## src/rtl/mips_pkg.sv

```systemverilog
// Shared types and encodings for the multicycle MIPS control unit.
// Optional feature macro: ILLEGAL_OP_TRAP_EN (adds the HALT state and illegal_op output).
package mips_pkg;

    // FSM states; HALT exists only when illegal-op trapping is built in.
    typedef enum logic [3:0] {
        FETCH    = 4'd0,
        DECODE   = 4'd1,
        MEMADR   = 4'd2,
        MEMRD    = 4'd3,
        MEMWB    = 4'd4,
        MEMWR    = 4'd5,
        RTYPE_EX = 4'd6,
        RTYPE_WB = 4'd7,
        BEQ      = 4'd8,
        ADDI_EX  = 4'd9,
        ADDI_WB  = 4'd10,
        JUMP     = 4'd11
`ifdef ILLEGAL_OP_TRAP_EN
        ,
        HALT     = 4'd12
`endif
    } state_t;

    // Opcodes (instruction bits [31:26]).
    localparam logic [5:0] OP_RTYPE = 6'b000000;
    localparam logic [5:0] OP_LW    = 6'b100011;
    localparam logic [5:0] OP_SW    = 6'b101011;
    localparam logic [5:0] OP_BEQ   = 6'b000100;
    localparam logic [5:0] OP_ADDI  = 6'b001000;
    localparam logic [5:0] OP_J     = 6'b000010;

    // R-type funct codes (instruction bits [5:0]).
    localparam logic [5:0] FN_ADD = 6'b100000;
    localparam logic [5:0] FN_SUB = 6'b100010;
    localparam logic [5:0] FN_AND = 6'b100100;
    localparam logic [5:0] FN_OR  = 6'b100101;
    localparam logic [5:0] FN_SLT = 6'b101010;

    // ALUControl codes.
    localparam logic [2:0] ALU_AND = 3'b000;
    localparam logic [2:0] ALU_OR  = 3'b001;
    localparam logic [2:0] ALU_ADD = 3'b010;
    localparam logic [2:0] ALU_SUB = 3'b110;
    localparam logic [2:0] ALU_SLT = 3'b111;

    // ALUOp from the FSM to the ALU decoder.
    localparam logic [1:0] ALUOP_ADD   = 2'b00;
    localparam logic [1:0] ALUOP_SUB   = 2'b01;
    localparam logic [1:0] ALUOP_FUNCT = 2'b10;

    // ALUSrcB encodings.
    localparam logic [2-1:0] SRCB_REG     = 2'b00;
    localparam logic [2-1:0] SRCB_FOUR    = 2'b01;
    localparam logic [2-1:0] SRCB_IMM     = 2'b10;
    localparam logic [2-1:0] SRCB_IMM_SH2 = 2'b11;

    // PCSource encodings.
    localparam logic [1:0] PCSRC_ALU    = 2'b00;
    localparam logic [1:0] PCSRC_ALUOUT = 2'b01;
    localparam logic [1:0] PCSRC_JUMP   = 2'b10;

endpackage

```

## src/rtl/alu_decoder.sv

```systemverilog
// Combinational ALU decoder: maps ALUOp and funct onto ALUControl.
// Unlisted funct codes decode to ADD and raise unknown_funct.
module alu_decoder
    import mips_pkg::*;
(
    input  logic [1:0] aluop,
    input  logic [5:0] funct,
    output logic [2:0] alucontrol,
    output logic       unknown_funct
);

    // Select the ALU operation; funct only matters for funct-driven ALUOp.
    always_comb begin
        alucontrol    = ALU_ADD;
        unknown_funct = 1'b0;
        case (aluop)
            ALUOP_ADD: alucontrol = ALU_ADD;
            ALUOP_SUB: alucontrol = ALU_SUB;
            ALUOP_FUNCT: begin
                case (funct)
                    FN_ADD:  alucontrol = ALU_ADD;
                    FN_SUB:  alucontrol = ALU_SUB;
                    FN_AND:  alucontrol = ALU_AND;
                    FN_OR:   alucontrol = ALU_OR;
                    FN_SLT:  alucontrol = ALU_SLT;
                    default: begin
                        alucontrol    = ALU_ADD;
                        unknown_funct = 1'b1;
                    end
                endcase
            end
            default: alucontrol = ALU_ADD;
        endcase
    end

endmodule

```

## src/rtl/mips_multicycle_control.sv

```systemverilog
// Moore control FSM for the multicycle MIPS datapath.
// Optional feature macro: ILLEGAL_OP_TRAP_EN -- unlisted opcode/funct traps into
// HALT and drives illegal_op; otherwise they behave as NOP / ADD respectively.
module mips_multicycle_control
    import mips_pkg::*;
#(
    parameter state_t RESET_STATE = FETCH
)(
    input  logic       clk,
    input  logic       reset,
    input  logic [5:0] opcode,
    input  logic [5:0] funct,
    input  logic       Zero,
    output logic       PCEn,
    output logic       IorD,
    output logic       MemRead,
    output logic       MemWrite,
    output logic       IRWrite,
    output logic       RegWrite,
    output logic       MemtoReg,
    output logic       RegDst,
    output logic       ALUSrcA,
    output logic [1:0] ALUSrcB,
    output logic [2:0] ALUControl,
    output logic [1:0] PCSource,
`ifdef ILLEGAL_OP_TRAP_EN
    output logic       illegal_op,
`endif
    output logic       retire
);

    state_t     state_r;
    state_t     next_state_s;
    logic       pcwrite_s;
    logic       branch_s;
    logic       mem_read_s;
    logic       mem_write_s;
    logic       ir_write_s;
    logic       reg_write_s;
    logic       retire_s;
    logic [1:0] aluop_s;
    logic       unknown_funct_s;

    alu_decoder u_alu_decoder (
        .aluop         (aluop_s),
        .funct         (funct),
        .alucontrol    (ALUControl),
        .unknown_funct (unknown_funct_s)
    );

    // State register with synchronous reset.
    always_ff @(posedge clk) begin
        if (reset) begin
            state_r <= RESET_STATE;
        end else begin
            state_r <= next_state_s;
        end
    end

    // Next-state logic and per-state datapath controls.
    always_comb begin
        next_state_s = state_r;
        pcwrite_s    = 1'b0;
        branch_s     = 1'b0;
        IorD         = 1'b0;
        mem_read_s   = 1'b0;
        mem_write_s  = 1'b0;
        ir_write_s   = 1'b0;
        reg_write_s  = 1'b0;
        MemtoReg     = 1'b0;
        RegDst       = 1'b0;
        ALUSrcA      = 1'b0;
        ALUSrcB      = SRCB_REG;
        PCSource     = PCSRC_ALU;
        aluop_s      = ALUOP_ADD;
        retire_s     = 1'b0;
        case (state_r)
            FETCH: begin
                mem_read_s   = 1'b1;
                ir_write_s   = 1'b1;
                ALUSrcB      = SRCB_FOUR;
                pcwrite_s    = 1'b1;
                next_state_s = DECODE;
            end
            DECODE: begin
                // Precompute the branch target into ALUOut while dispatching.
                ALUSrcB = SRCB_IMM_SH2;
                case (opcode)
                    OP_LW, OP_SW: next_state_s = MEMADR;
                    OP_RTYPE:     next_state_s = RTYPE_EX;
                    OP_BEQ:       next_state_s = BEQ;
                    OP_ADDI:      next_state_s = ADDI_EX;
                    OP_J:         next_state_s = JUMP;
                    default: begin
`ifdef ILLEGAL_OP_TRAP_EN
                        next_state_s = HALT;
`else
                        // Unknown opcode completes as a NOP.
                        next_state_s = FETCH;
                        retire_s     = 1'b1;
`endif
                    end
                endcase
            end
            MEMADR: begin
                ALUSrcA = 1'b1;
                ALUSrcB = SRCB_IMM;
                if (opcode == OP_LW) begin
                    next_state_s = MEMRD;
                end else begin
                    next_state_s = MEMWR;
                end
            end
            MEMRD: begin
                IorD         = 1'b1;
                mem_read_s   = 1'b1;
                next_state_s = MEMWB;
            end
            MEMWB: begin
                reg_write_s  = 1'b1;
                MemtoReg     = 1'b1;
                retire_s     = 1'b1;
                next_state_s = FETCH;
            end
            MEMWR: begin
                IorD         = 1'b1;
                mem_write_s  = 1'b1;
                retire_s     = 1'b1;
                next_state_s = FETCH;
            end
            RTYPE_EX: begin
                ALUSrcA = 1'b1;
                aluop_s = ALUOP_FUNCT;
`ifdef ILLEGAL_OP_TRAP_EN
                if (unknown_funct_s) begin
                    next_state_s = HALT;
                end else begin
                    next_state_s = RTYPE_WB;
                end
`else
                next_state_s = RTYPE_WB;
`endif
            end
            RTYPE_WB: begin
                reg_write_s  = 1'b1;
                RegDst       = 1'b1;
                retire_s     = 1'b1;
                next_state_s = FETCH;
            end
            BEQ: begin
                ALUSrcA      = 1'b1;
                aluop_s      = ALUOP_SUB;
                branch_s     = 1'b1;
                PCSource     = PCSRC_ALUOUT;
                retire_s     = 1'b1;
                next_state_s = FETCH;
            end
            ADDI_EX: begin
                ALUSrcA      = 1'b1;
                ALUSrcB      = SRCB_IMM;
                next_state_s = ADDI_WB;
            end
            ADDI_WB: begin
                reg_write_s  = 1'b1;
                retire_s     = 1'b1;
                next_state_s = FETCH;
            end
            JUMP: begin
                pcwrite_s    = 1'b1;
                PCSource     = PCSRC_JUMP;
                retire_s     = 1'b1;
                next_state_s = FETCH;
            end
`ifdef ILLEGAL_OP_TRAP_EN
            HALT: begin
                // Parked until reset; no enables, no retire.
                next_state_s = HALT;
            end
`endif
            default: begin
                next_state_s = FETCH;
            end
        endcase
    end

    // Write enables and retire are suppressed for the whole reset cycle so
    // an aborted instruction commits nothing.
    assign PCEn     = (pcwrite_s | (branch_s & Zero)) & ~reset;
    assign MemRead  = mem_read_s  & ~reset;
    assign MemWrite = mem_write_s & ~reset;
    assign IRWrite  = ir_write_s  & ~reset;
    assign RegWrite = reg_write_s & ~reset;
    assign retire   = retire_s    & ~reset;

`ifdef ILLEGAL_OP_TRAP_EN
    assign illegal_op = (state_r == HALT) & ~reset;
`else
    // The decoder flag has no consumer when unknown funct simply executes as ADD.
    logic unused_s;
    assign unused_s = unknown_funct_s;
`endif

endmodule

```

## config.mk

```make
export PLATFORM = sky130hd
export DESIGN_NAME = mips_multicycle_control
export DESIGN_NICKNAME = d
export VERILOG_FILES = /design/src/rtl/mips_pkg.sv /design/src/rtl/alu_decoder.sv /design/src/rtl/mips_multicycle_control.sv
export SDC_FILE = /design/constraint.sdc
export NUM_CORES = 1
export LEC_CHECK = 0
export CAP_MARGIN = 20
export CORE_MARGIN = 2
export CORE_UTILIZATION = 41
export DETAILED_ROUTE_END_ITERATION = 10
export PLACE_DENSITY_LB_ADDON = 0.1
export SLEW_MARGIN = 20
export SYNTH_ARGS = -nofsm -noshare
export SYNTH_HDL_FRONTEND = slang
export SYNTH_SLANG_ARGS = --single-unit
export TNS_END_PERCENT = 20
```

## constraint.sdc

```tcl
create_clock -name clk -period 5.8 [get_ports clk]
set_input_delay 1.16 -clock clk [delete_from_list [all_inputs] [get_ports clk]]
set_output_delay 1.16 -clock clk [all_outputs]
set_load 0.01 [all_outputs]
```

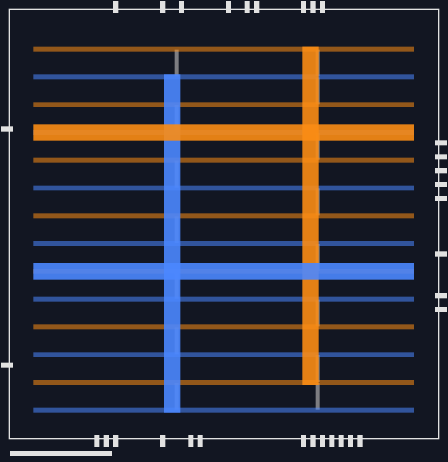
Figure 1: run 1, supply network.
Scale bar: 10 um. Pins as bars on the die edge. Tap cells in gray.
| net | color |
|---|---|
| VSS | blue |
| VDD | orange |
met1 rails: 14
met4 straps: 2
tap cells: 15

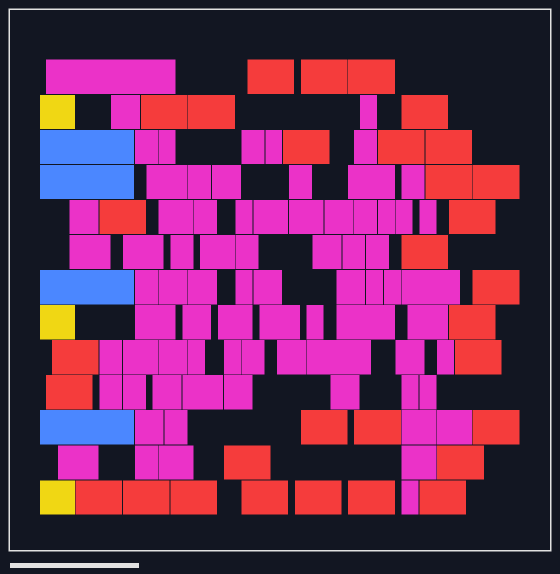
Figure 2: run 1, cells colored by class.
Scale bar: 10 um.
| class | color | cells |
|---|---|---|
| combinational and other logic | magenta | 76 |
| sequential cells | blue | 4 |
| clock drivers | yellow | 3 |
| remaining buffers and delay cells | red | 31 |

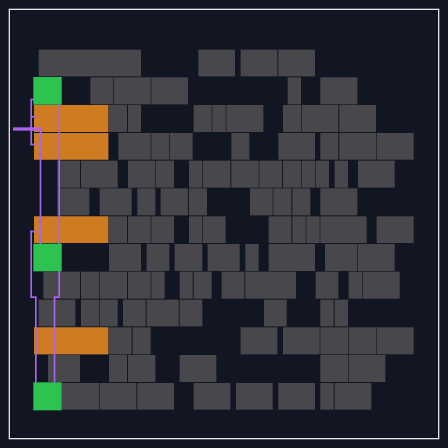
Figure 3: run 1, clock network drawn from the DEF.
[clock wires] purple | length: 72.4 um
[clock drivers] green | count: 3
[flip-flops] orange | count: 4
routed clock nets: 4

==> flow_metrics.tcl, run 1 <==
# collected from the flow reports
set metrics [dict create \
    status "finished clean" \
    synth_cell_types 34 \
    fillers 102 \
    holdPathStages 1 \
    wl_met2_um 797 \
    finalHoldViolCount 0 \
    finalCriticalPeriod_ns 4.334 \
    internal_power_mw 0.07404 \
    switching_share_pct 28.66 \
    lay_top_cells "clkdlybuf4s50_1 (31), nor2_1 (10), nor3_1 (7), nor2b_1 (5), o21ai_0 (5)" \
    met3_length_um 63 \
    cts_setup_buffers 0 \
    clkLatencyLatePin_ns 0.23 \
    hold_end "state_r[0]" \
    nonClkBufAreaFrac_pct 33.79 \
    n_all_inverters 3 \
    dpl.hpwl_um 1258 \
    start_kind "input port" \
    p_per_area_nw_per_um2 113.0 \
    edf_count 0 \
    top_logic_kind "simple AND/OR/NAND/NOR gates" \
    clock-sinks 4 \
    cp_slowest_stage_delay_ns 0.52 \
    syn_inst 85 \
    dp.cells 126 \
    logic_gate_count 73 \
    critPathKind "in -> out" \
    cts.clk_slew.worst_paths_ns 0.03 \
    power_clock_mw 0.0334 \
    power_mw 0.1038 \
    yosysSeqAreaShare_pct 13.59 \
    arrival_ns 3.17 \
    sequentialPowerShare_pct 31.4 \
    tightest_slew_ns 0.5972 \
    chipHeight_um 41.91 \
    fin_util_pct 69.71 \
    holdWs_ns 0.6295 \
    path_cells "clkdlybuf4s50_1 > nor4_1 > nor2b_1 > o311ai_0 > o21ai_0 > clkdlybuf4s50_1" \
    wl_met1_um 687 \
    critPathMaxFanout 6 \
    top_cell "nor2_1" \
    critPathSlowestCell "clkdlybuf4s50_1" \
    grt_pass1_wl_um 2663 \
    cp.depth 6 \
    cts_root_buffer "clkbuf_4" \
    ir_drop_uv 109.0 \
    ys_area_um2 589.3 \
]
Figure 4. Cell outlines without signal wires (run 1).
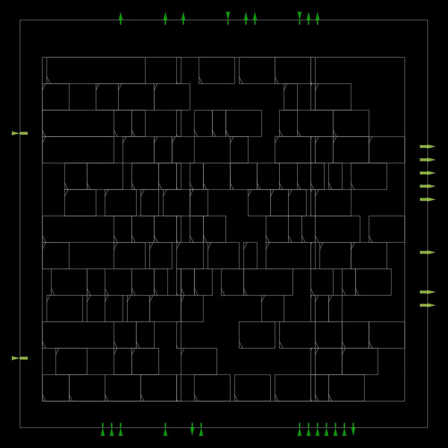

==> run 1 -> run 2 <==
--- a/config.mk
+++ b/config.mk
@@ -7,7 +7,7 @@
 export LEC_CHECK = 0
 export CAP_MARGIN = 20
 export CORE_MARGIN = 2
-export CORE_UTILIZATION = 41
+export CORE_UTILIZATION = 34
 export DETAILED_ROUTE_END_ITERATION = 10
 export PLACE_DENSITY_LB_ADDON = 0.1
 export SLEW_MARGIN = 20
==> constraint.sdc (replaced) <==
create_clock -name clk -period 3.6 [get_ports clk]
set_input_delay 0.72 -clock clk [delete_from_list [all_inputs] [get_ports clk]]
set_output_delay 0.72 -clock clk [all_outputs]
set_load 0.01 [all_outputs]
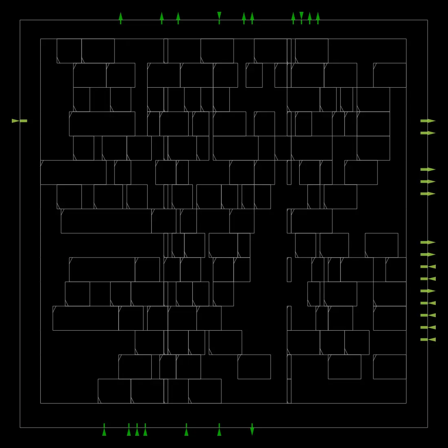
Figure 5: run 2, cell outlines without signal wires.
Tapcell Cnt: 17
end-of-flow core utilization: 56.93%
Rows: 15
core region area: 1670 um2
flop count: 4

==> flow_metrics.tcl, run 2 <==
# collected from the flow reports
set metrics [dict create \
    status "finished clean" \
    first_iter_violations 11 \
    n_all_inverters 3 \
    wl_met2_um 853 \
    cap_violations 0 \
    edf_count 0 \
    ir_drop_uv 175.7 \
    clock-sinks 4 \
    dp.cells 132 \
    endpoint "retire" \
    topRoutingLayerUsed "met4" \
    power_clock_mw 0.0538 \
    skew_ns 0.002031 \
    holdPathStages 3 \
    top_area_share_pct 13.59 \
    critPathKind "in -> out" \
    finalHoldViolCount 0 \
    grt_pass1_wl_um 2573 \
    yosys_cells 85 \
    antenna_found_initial 0 \
    critPathSlowestCell "clkdlybuf4s50_1" \
    layout-drive-gt1-share_pct 7.627 \
    internal_power_mw 0.1216 \
    finalCriticalPeriod_ns 3.364 \
    grt_use_met2_pct 27.61 \
    grt_usage_pct 16.72 \
    nonClkBufAreaFrac_pct 35.79 \
    yosysSeqAreaShare_pct 13.59 \
    grtUsageMet3_pct 3.968 \
    tightest_slew_ns 0.3969 \
    ys_area_um2 589.3 \
    syn_area_um2 589.3 \
    hp-class "reg -> reg" \
    cp-end-kind "primary output" \
    drtAntennaViolNets 0 \
    cp_top_family "buffers and inverters" \
    lay_top_cells "clkdlybuf4s50_1 (31), nor2_1 (10), nor3_1 (7), nor2b_1 (5), o21ai_0 (5)" \
    holdWs_ns 0.6396 \
    hold_end "state_r[2]" \
    dpl.hpwl_um 1342 \
    rsz0062_at_grt "no" \
    regMostFlops "state_r" \
    grt.overflow.total 0 \
    synth_cell_types 34 \
    sh_seq_area_pct 8.421 \
    syn_inst 85 \
    chipHeight_um 45.63 \
    timing.rr.end "state_r[0]" \
    fmax_mhz 297.2 \
    path_cells "clkdlybuf4s50_1 > nor4_1 > nor2b_1 > o311ai_0 > o21ai_0 > clkdlybuf4s50_1" \
    wirelength_um 1722 \
    start_kind "input port" \
    critPathMaxFanout 5 \
    p_per_area_nw_per_um2 178.4 \
    top_cell "nor2_1" \
    power.group.top "combinational logic" \
    cts-buffers-inserted 3 \
    cp.depth 6 \
    comb-power_mw 0.0689 \
    yosys.area_share.adder_pct 4.246 \
    reg2reg_slack_ns 2.12 \
    stdcell_area_um2 950.9 \
    nonClockBufferCount 35 \
    async_flop_share_pct 0 \
    yosys_warnings 0 \
    via_count 767 \
    arrival_ns 2.64 \
    comb_share_pct 50.00 \
    met3_length_um 115 \
    clkLatencyLatePin_ns 0.23 \
    cts_setup_buffers 0 \
    cp_slowest_stage_delay_ns 0.50 \
    top_logic_kind "simple AND/OR/NAND/NOR gates" \
    power_mw 0.1696 \
    grt.busiest_layer "met2" \
    logic_gate_count 73 \
    cts_root_buffer "clkbuf_4" \
    wl_met1_um 745 \
    cts.clk_slew.worst_paths_ns 0.04 \
    grt_max_degree 17 \
    wire_per_inst_um 12.76 \
    required_ns 2.88 \
    drc 0 \
    fillers 166 \
    dominant-cell-class "multi-input combinational cells" \
    sequentialPowerShare_pct 27.7 \
    dpl_worst_slack_ns 0.2348 \
    mux_area_share_pct 1.699 \
    switching_share_pct 28.30 \
]
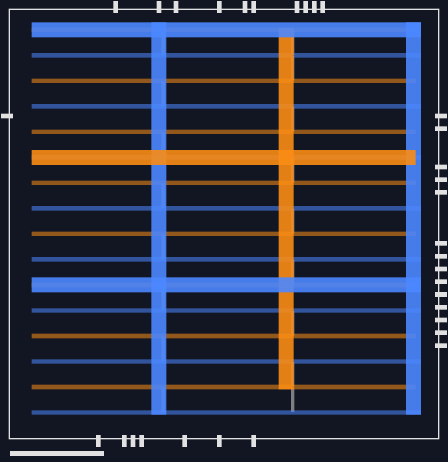
Figure 6: run 2, supply network.
Scale bar: 10 um. Pins as bars on the die edge. Tap cells in gray.
| net | color |
|---|---|
| VSS | blue |
| VDD | orange |
rows: 15
met4 straps: 3
tap cells: 17
met5 straps: 3
signal pins: 32

